File: src/rtl/func_unit_sched.sv
// Round-robin scheduler sharing one offset/threshold function unit among NUM_REQ requesters.
// One grant per cycle into a single-entry result buffer, with a run/drain/stop control FSM.
module func_unit_sched #(
  parameter int unsigned NUM_REQ = 4,
  parameter int unsigned DW      = 8,
  parameter int unsigned OFFSET  = 5,
  parameter int unsigned THRESH  = 50,
  parameter int unsigned BIAS    = 10,
  parameter int unsigned CNT_W   = 16
) (
  input  logic                       clk,
  input  logic                       reset,
  input  logic                       enable,
  input  logic [NUM_REQ-1:0]         req_valid,
  input  logic [NUM_REQ*DW-1:0]      req_data,
  output logic [NUM_REQ-1:0]         req_ready,
  output logic                       rsp_valid,
  output logic [DW-1:0]              rsp_data,
  output logic [$clog2(NUM_REQ)-1:0] rsp_id,
  input  logic                       rsp_ready,
  output logic                       stopped,
  output logic [CNT_W-1:0]           txn_count
);

  localparam int unsigned IDW = $clog2(NUM_REQ);

  localparam logic [1:0] StStopped = 2'd0;
  localparam logic [1:0] StRun     = 2'd1;
  localparam logic [1:0] StDrain   = 2'd2;

  logic [1:0]       state_q, state_d;
  logic [IDW-1:0]   ptr_q, ptr_d;
  logic             rsp_valid_q, rsp_valid_d;
  logic [DW-1:0]    rsp_data_q, rsp_data_d;
  logic [IDW-1:0]   rsp_id_q, rsp_id_d;
  logic [CNT_W-1:0] txn_q, txn_d;

  logic [DW-1:0]    lane [NUM_REQ];
  logic             grant_found;
  logic [IDW-1:0]   grant_idx;
  logic             slot_free;
  logic             can_accept;
  logic             accept;
  logic             pop;

  for (genvar gi = 0; gi < NUM_REQ; gi++) begin : g_lane
    assign lane[gi] = req_data[gi*DW +: DW];
  end

  // Sum wraps modulo 2^DW; the threshold compare is done at full width.
  function automatic logic [DW-1:0] f_op(input logic [DW-1:0] x);
    logic [DW-1:0] sum;
    sum = x + DW'(OFFSET);
    if (32'(x) > THRESH) begin
      sum = sum + DW'(BIAS);
    end
    return sum;
  endfunction

  assign slot_free  = !rsp_valid_q || rsp_ready;
  assign can_accept = (state_q == StRun) && slot_free;
  assign pop        = rsp_valid_q && rsp_ready;

  // Search upward from ptr, wrapping at NUM_REQ rather than at 2^IDW.
  always_comb begin
    int unsigned    idx;
    logic [IDW-1:0] idx_n;
    grant_found = 1'b0;
    grant_idx   = '0;
    for (int unsigned i = 0; i < NUM_REQ; i++) begin
      idx = 32'(ptr_q) + i;
      if (idx >= NUM_REQ) begin
        idx = idx - NUM_REQ;
      end
      idx_n = IDW'(idx);
      if (!grant_found && req_valid[idx_n]) begin
        grant_found = 1'b1;
        grant_idx   = idx_n;
      end
    end
  end

  assign accept = can_accept && grant_found;

  always_comb begin
    req_ready = '0;
    if (accept) begin
      req_ready[grant_idx] = 1'b1;
    end
  end

  always_comb begin
    rsp_valid_d = rsp_valid_q;
    rsp_data_d  = rsp_data_q;
    rsp_id_d    = rsp_id_q;
    ptr_d       = ptr_q;
    txn_d       = txn_q;
    if (accept) begin
      rsp_valid_d = 1'b1;
      rsp_data_d  = f_op(lane[grant_idx]);
      rsp_id_d    = grant_idx;
      ptr_d       = (grant_idx == IDW'(NUM_REQ - 1)) ? '0 : grant_idx + IDW'(1);
      txn_d       = txn_q + CNT_W'(1);
    end else if (pop) begin
      rsp_valid_d = 1'b0;
    end
  end

  always_comb begin
    state_d = state_q;
    case (state_q)
      StStopped: begin
        if (enable) begin
          state_d = StRun;
        end
      end
      StRun: begin
        if (!enable) begin
          state_d = StDrain;
        end
      end
      StDrain: begin
        // Re-enable wins over drain completion.
        if (enable) begin
          state_d = StRun;
        end else if (!rsp_valid_q || pop) begin
          state_d = StStopped;
        end
      end
      default: state_d = StStopped;
    endcase
  end

  always_ff @(posedge clk or posedge reset) begin
    if (reset) begin
      state_q     <= StStopped;
      ptr_q       <= '0;
      rsp_valid_q <= 1'b0;
      rsp_data_q  <= '0;
      rsp_id_q    <= '0;
      txn_q       <= '0;
    end else begin
      state_q     <= state_d;
      ptr_q       <= ptr_d;
      rsp_valid_q <= rsp_valid_d;
      rsp_data_q  <= rsp_data_d;
      rsp_id_q    <= rsp_id_d;
      txn_q       <= txn_d;
    end
  end

  assign rsp_valid = rsp_valid_q;
  assign rsp_data  = rsp_data_q;
  assign rsp_id    = rsp_id_q;
  assign txn_count = txn_q;
  assign stopped   = (state_q == StStopped);

endmodule

File: config.mk
export PLATFORM = sky130hd
export DESIGN_NAME = func_unit_sched
export DESIGN_NICKNAME = d
export VERILOG_FILES = /design/src/rtl/func_unit_sched.sv
export SDC_FILE = /design/constraint.sdc
export NUM_CORES = 1
export LEC_CHECK = 0
export CAP_MARGIN = 20
export CELL_PAD_IN_SITES_DETAIL_PLACEMENT = 1
export CELL_PAD_IN_SITES_GLOBAL_PLACEMENT = 2
export CORE_MARGIN = 2
export CORE_UTILIZATION = 24
export CTS_CLUSTER_SIZE = 10
export DETAILED_ROUTE_END_ITERATION = 12
export PLACE_DENSITY_LB_ADDON = 0.1
export SLEW_MARGIN = 10
export SYNTH_ARGS = -nofsm -noshare
export SYNTH_HDL_FRONTEND = slang
export SYNTH_SLANG_ARGS = --single-unit
File: constraint.sdc
create_clock -name clk -period 2.46 [get_ports clk]
set_clock_uncertainty 0.05 [all_clocks]
set_input_delay 0.492 -clock clk [delete_from_list [all_inputs] [get_ports clk]]
set_output_delay 0.492 -clock clk [all_outputs]
set_load 0.01 [all_outputs]
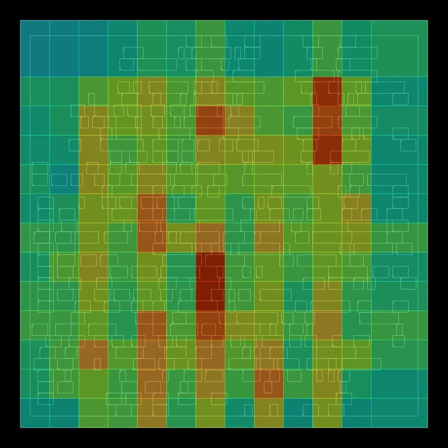
(run_1/final_congestion.png)
met1 Use GR: 15.4%
Wirelength per Cell: 13.6 um

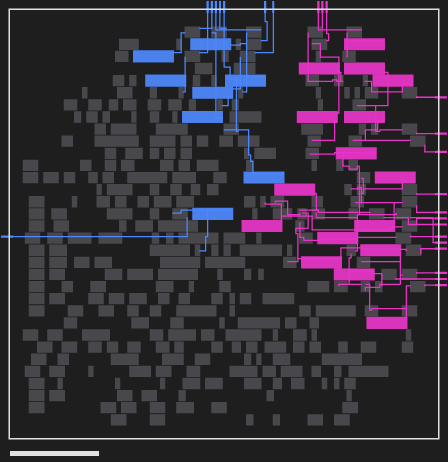
(run_1/port_nets.png)
The bar under the picture is 20 um long.
colour	port	bits	direction	end cells	buffers	wire
blue	rsp_data	8	output	8	8	254 um
magenta	txn_count	16	output	16	16	552 um
IO Pins: 72
IO Port Bufs: 71

==> impl_metrics.py, run 1 <==
# Synthesis and PnR figures
metrics = {
    "finish": {
        "lay_top_cells": "63 x clkdlybuf4s50_1, 36 x buf_4, 29 x dfrtp_1",
        "fin_cells": 428,
        "buffer_area_share_pct": 31.2,
        "clkbuf_count": 6,
        "n_all_inverters": 9,
        "regArea_um2": 778,
        "fin_area_mm2": 0.00352,
        "final_common_cell": "clkdlybuf4s50_1",
    },
    "cts": {
        "cts_resized": 84,
        "htree_num_levels": 2,
        "postCtsHoldBufs": 0,
        "postCtsSetupRepairBufs": 11,
        "clkSinkCount": 31,
        "clk_pin_slew_ps": 70,
        "cts_root_buf": "clkbuf_8",
    },
    "status": {
        "outcome": "complete, but fails checks",
        "violations": "negative setup slack",
    },
    "logic_synthesis": {
        "synth-seq-cells": 31,
        "edf_count": 0,
        "ys_sh_simple_pct": 17.1,
    },
    "timing": {
        "hold_viol_final": 0,
        "setup_slack_ps": -264,
        "setup_viol": 7,
        "tns_ps": -1300,
        "fmax_ghz": 0.367,
    },
    "power": {
        "maxPowerGroup": "combinational logic",
        "pg_seq_uw": 774,
        "swShare_pct": 39.4,
        "p_clk_share_pct": 10.7,
        "comb-power_mw": 2.59,
        "comb_power_share_pct": 68.7,
    },
    "drt": {
        "drt-total-wl_mm": 5.83,
        "drt-initial-drc-count": 26,
        "vias": 1922,
        "avgViaCountPerCell": 4.49,
    },
    "global_route": {
        "grt_pass1_wl_mm": 9.62,
    },
    "setup_path": {
        "reg2reg_to": "rsp_data[5]",
        "critPathKind": "primary input to flip-flop",
    },
    "min_path": {
        "holdCritPathClass": "flip-flop to flip-flop",
        "hold_path_depth": 1,
    },
    "job": {
        "cap_viol_max_count": 0,
    },
    "floorplanning": {
        "die_x_um": 96.1,
    },
    "place": {
        "place_ws_ps": -999,
        "dp.cells": 409,
    },
}
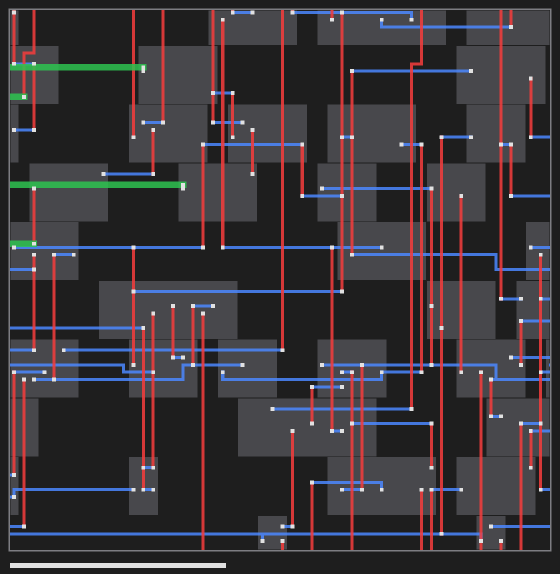
(run_1/zoom.png)
The bar under the picture is 10 um long. Window x 12 to 37, y 12 to 37 um. Cells in grey, sequential cells in the stronger grey; small squares are vias.
colour	layer
blue	met1
red	met2
green	met3
most frequent	buf_4 (5)
sequential cells in the window	0
cells with their middle in the window	29

[run 1: registers in the layout, indices dropped and copies added, names as in the netlist]
| name | cells |
|---|---|
| txn_count | 16 |
| rsp_id | 2 |
| rsp_data | 8 |
| ptr_q | 2 |
| state_q | 2 |
| rsp_valid | 1 |
[run 1: per-layer routing]
layer / share of wire, % / GRT usage [%] / vias up
li1: - / - / 939
met1: 40 / 15.4 / 921
met2: 53 / 24.5 / 52
met3: 5.3 / 3.05 / 10
met4: 1.4 / 4.29 / 0
met5: 0 / 0 / -
[run 1: worst max-delay path: stages]
cell and delay [ps]:
buf_6 90, nor2b_4 120, a21boi_2 150, o32a_4 390
buf_6 130, a22o_4 270, inv_4 70, ha_4 140
inv_4 50, xnor2_2 170, ha_2 250, inv_2 50
a211oi_4 250, xnor2_1 150, o21ai_1 70
==> run 2, diff against run 1 <==
--- a/config.mk
+++ b/config.mk
@@ -5,14 +5,14 @@
 export SDC_FILE = /design/constraint.sdc
 export NUM_CORES = 1
 export LEC_CHECK = 0
-export CAP_MARGIN = 20
+export CAP_MARGIN = 10
 export CELL_PAD_IN_SITES_DETAIL_PLACEMENT = 1
 export CELL_PAD_IN_SITES_GLOBAL_PLACEMENT = 2
 export CORE_MARGIN = 2
 export CORE_UTILIZATION = 24
 export CTS_CLUSTER_SIZE = 10
 export DETAILED_ROUTE_END_ITERATION = 12
-export PLACE_DENSITY_LB_ADDON = 0.1
+export PLACE_DENSITY = 0.87
 export SLEW_MARGIN = 10
 export SYNTH_ARGS = -nofsm -noshare
 export SYNTH_HDL_FRONTEND = slang
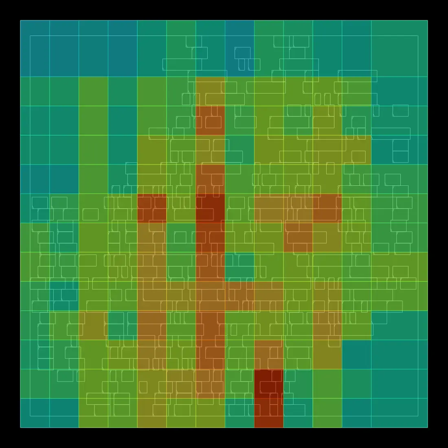
(run_2/final_congestion.png)
met1 Use GR: 15.0%
gr usage total: 13.3%
Final Util: 41.5%
met3 Usage GRT: 2.04%

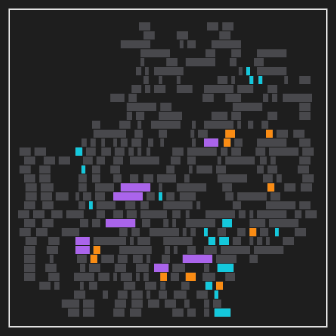
(run_2/gate_families.png)
colour	family	cells
cyan	NOR gates	16
purple	adder and majority cells	8
orange	AND and OR gates	10
Comb/total area: 38.7%
most used logic cell in the final layout: clkdlybuf4s50_1
non-filler instance count after layout: 427

==> run 2 against run 1 <==
Compared with the run above: the run still ends with negative setup slack left; worst hold slack gained 9.6 ps; power is 0.63% higher; global-route usage decreased by 0.13 points.
==> impl_metrics.py, run 2 <==
# Synthesis and PnR figures
metrics = {
    "timing": {
        "tns_ps": -1960,
        "setup_slack_ps": -330,
        "setup_viol": 8,
        "fmax_ghz": 0.358,
        "hold_viol_final": 0,
    },
    "drt": {
        "met2_length_mm": 3.16,
        "drt_drc_violations_left": 0,
        "wire_per_inst_um": 13.6,
        "wl_met3_um": 218,
        "vias": 1917,
        "m1WireLength_mm": 2.34,
        "avgViaCountPerCell": 4.49,
        "drt-total-wl_mm": 5.81,
    },
    "cts": {
        "cts_resized": 58,
        "clkSinkCount": 31,
        "postCtsHoldBufs": 0,
        "postCtsSetupRepairBufs": 8,
    },
    "floorplanning": {
        "design.portCount": 72,
        "fp_util_pct": 24.8,
    },
    "global_route": {
        "grt-busiest-layer": "met2",
        "grtUsageMet2_pct": 25.3,
    },
    "finish": {
        "largest_reg_flops": 16,
        "lay_top_cells": "63 x clkdlybuf4s50_1, 40 x buf_4, 31 x dfrtp_1",
        "regArea_um2": 776,
        "clkbuf_count": 8,
        "buffer_area_share_pct": 30.4,
        "n_all_inverters": 9,
    },
    "power": {
        "p_clk_share_pct": 11.8,
        "comb_power_share_pct": 67.7,
        "swShare_pct": 39.7,
        "maxPowerGroup": "combinational logic",
    },
    "status": {
        "outcome": "complete, but fails checks",
        "violations": "negative setup slack",
    },
    "setup_path": {
        "cp_top_family": "AND-OR/OR-AND gates",
        "critPathKind": "flip-flop to flip-flop",
        "critPathMaxStageDelay_ps": 430,
        "critPathMostFrequentCell": "o21ai_1",
        "cp.depth": 12,
    },
    "place": {
        "portBuffers": 71,
    },
    "min_path": {
        "holdCritPathClass": "flip-flop to flip-flop",
        "hold_path_depth": 1,
    },
    "logic_synthesis": {
        "ys_sh_simple_pct": 17.1,
        "edf_count": 0,
    },
}
==> run 2: cell types whose count changed in the layout (fill, tap and decap cells not counted), sizes merged <==
cell,previous run,this run
clkdlybuf4s15,0,1
clkinv,1,0
buf,53,50
clkbuf,7,9
==> run 2: through the flow <==
| stage | worst slack, ps | utilization (%) | cell area (um2) | power, mW | std cells |
|---|---|---|---|---|---|
| 5_1_grt | -500 | 41.5 | 3410 | 4.10 | 427 |
| 3_3_place_gp | -859 | 37.4 | 3070 | 2.76 | 408 |
| 4_1_cts | -280 | 40.1 | 3300 | 3.55 | 423 |
| 3_5_place_dp | -986 | 37.4 | 3070 | 2.82 | 408 |
| 6_report | -330 | 41.5 | 3410 | 3.79 | 427 |
| 2_1_floorplan | -372 | - | 2050 | 1.95 | 207 |
Power and IR drop assume default switching activity.
